Design glitc_ctrl_bus_initiator, sky130hd; sources not shown.
m2.png
Scale: 3 px per µm.
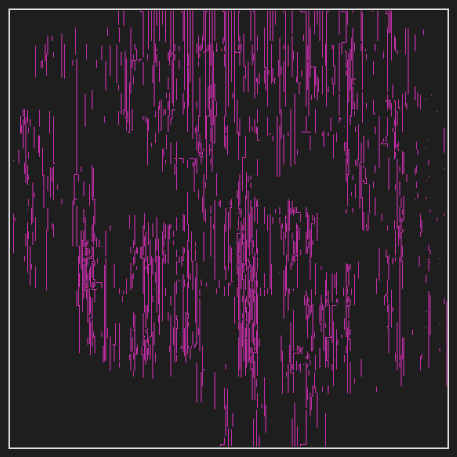
wire length on this layer: 6930 µm
longest straight run: 53.6 µm
via count: 4551
GRT met2 Usage: 22.9%
final WL: 13.5 mm

m4.png
Scale: 2 px per µm. Supply wires on this layer in grey.
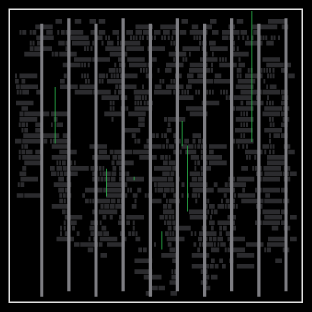
wire length on this layer: 162 µm
main direction: vertical
nets with wire on the layer: 4
share of all routed wire: 1.2%
longest straight run: 65.3 µm

congestion_map.png
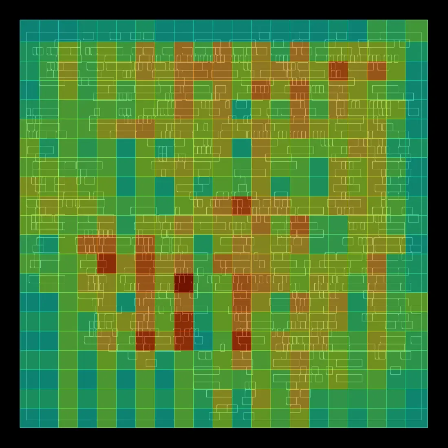
Final Util: 40.3%
drt wl/cell: 13.2 µm
met1 usage: 15.9%

m1.png
Scale: 3 px per µm. Supply wires on this layer in grey.
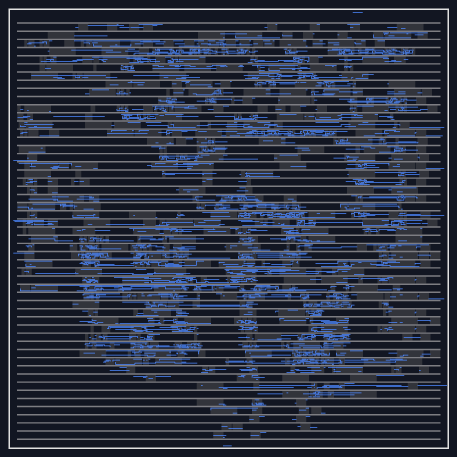
nets with wire on the layer: 683
share of all routed wire: 44%
main direction: horizontal
longest straight run: 53.7 µm
wire length on this layer: 5930 µm

m3.png
Scale: 4 px per µm.
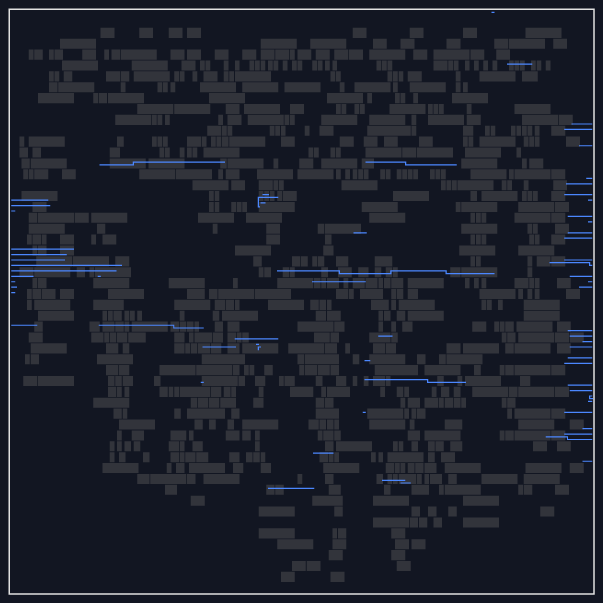
longest straight run: 27.4 µm
share of all routed wire: 3.9%
nets with wire on the layer: 54
M3 GR Usage: 3.54%

==> impl_metrics.ini <==
; flow metrics
[finish]
seq_share_pct = 41.2
antennaDiodeCount = 0
layout_top_cells = 198 x nand2_1, 130 x dfrtp_1, 106 x clkdlybuf4s50_1
regArea_um2 = 3250
area_growth_syn_to_layout_pct = 35.4
drive_gt1_share_pct = 10.1
clock_buffers = 17
logic_area_um2 = 2520
comb_area_share_pct = 31.9

[synth]
top_area_share_pct = 55.8
edf_count = 0
yosys_warnings = 6
ys_sh_mux_pct = 0.343
synthArstFlopShare_pct = 100
post_synth_num_cell_types = 73
ys_top_logic_family = simple AND/OR/NAND/NOR gates
yosys_cells = 606
simple_gate_share_pct = 28.0
synth-compound-area-share_pct = 10.3
synth.avg_cell_area_um2 = 9.62
synth_top_flop_cell = dfrtp_1
synthesis.instances = 606

[global_routing]
top_usage_layer = met2
antenna_found_initial = 0
grt_util_all_layers_pct = 13.3
grt_pass1_vias = 4528
grt_overflow = 0

[cts]
clk_pin_slew_worst_paths_ns = 0.06
clock.latency.late_pin_ns = 0.41
post_cts_resized = 0
htree_levels = 4
postCtsHoldBufs = 0
clkSinkCount = 130

[die]
die_w_um = 146
io_pins = 138
dieArea_um2 = 21300
die_h_um = 146
fp_util_pct = 29.8
nWellTaps = 265
coreArea_um2 = 19600

[outcome]
status = finished clean

[sta]
holdWs_ns = 0.350
fmax_mhz = 256
rsz0062_at_grt = no
period_used_pct = 93.0
setup_viol = 0
fin_crit_ns = 3.91
fin_ws_ns = 0.295
final-max-slew-violation-count = 0

[routing]
drt-pass1-iter-count = 5
drc_errors = 0
met3_length_um = 522
top_layer_used = met4
met1_length_mm = 5.93
vias_per_cell = 4.43
first_iter_violations = 256
wl_met2_mm = 6.93

[setup_path]
crit_slowest_cell = or4_1
cp.depth = 14
path_buffers = 2
critPathTopFamily = simple AND/OR/NAND/NOR gates
arrival_ns = 4.18
worstPathMaxFanout = 6
path_class = register to register

[power_and_ir_drop]
total_leakage_power_nw = 3.74
p_int_w = 0.00328
clockPowerShare_pct = 28.8
irDropWorstVdd_mv = 0.366
clk-power_w = 0.00147
p_comb_share_pct = 35.9
power.group.top = combinational cells
pwr-share-seq_pct = 35.4
switchingPower_w = 0.00184
p_sw_share_pct = 35.9
totalPowerFinal_w = 0.00512
powerSeq_w = 0.00181

[hold_path]
min_path_type = input pin to async pin

[placed_design]
place_area_um2 = 7300
place_hpwl_mm = 9.31
dp.cells = 996
Power figures rest on the tool's default switching activity, not on a simulated workload.
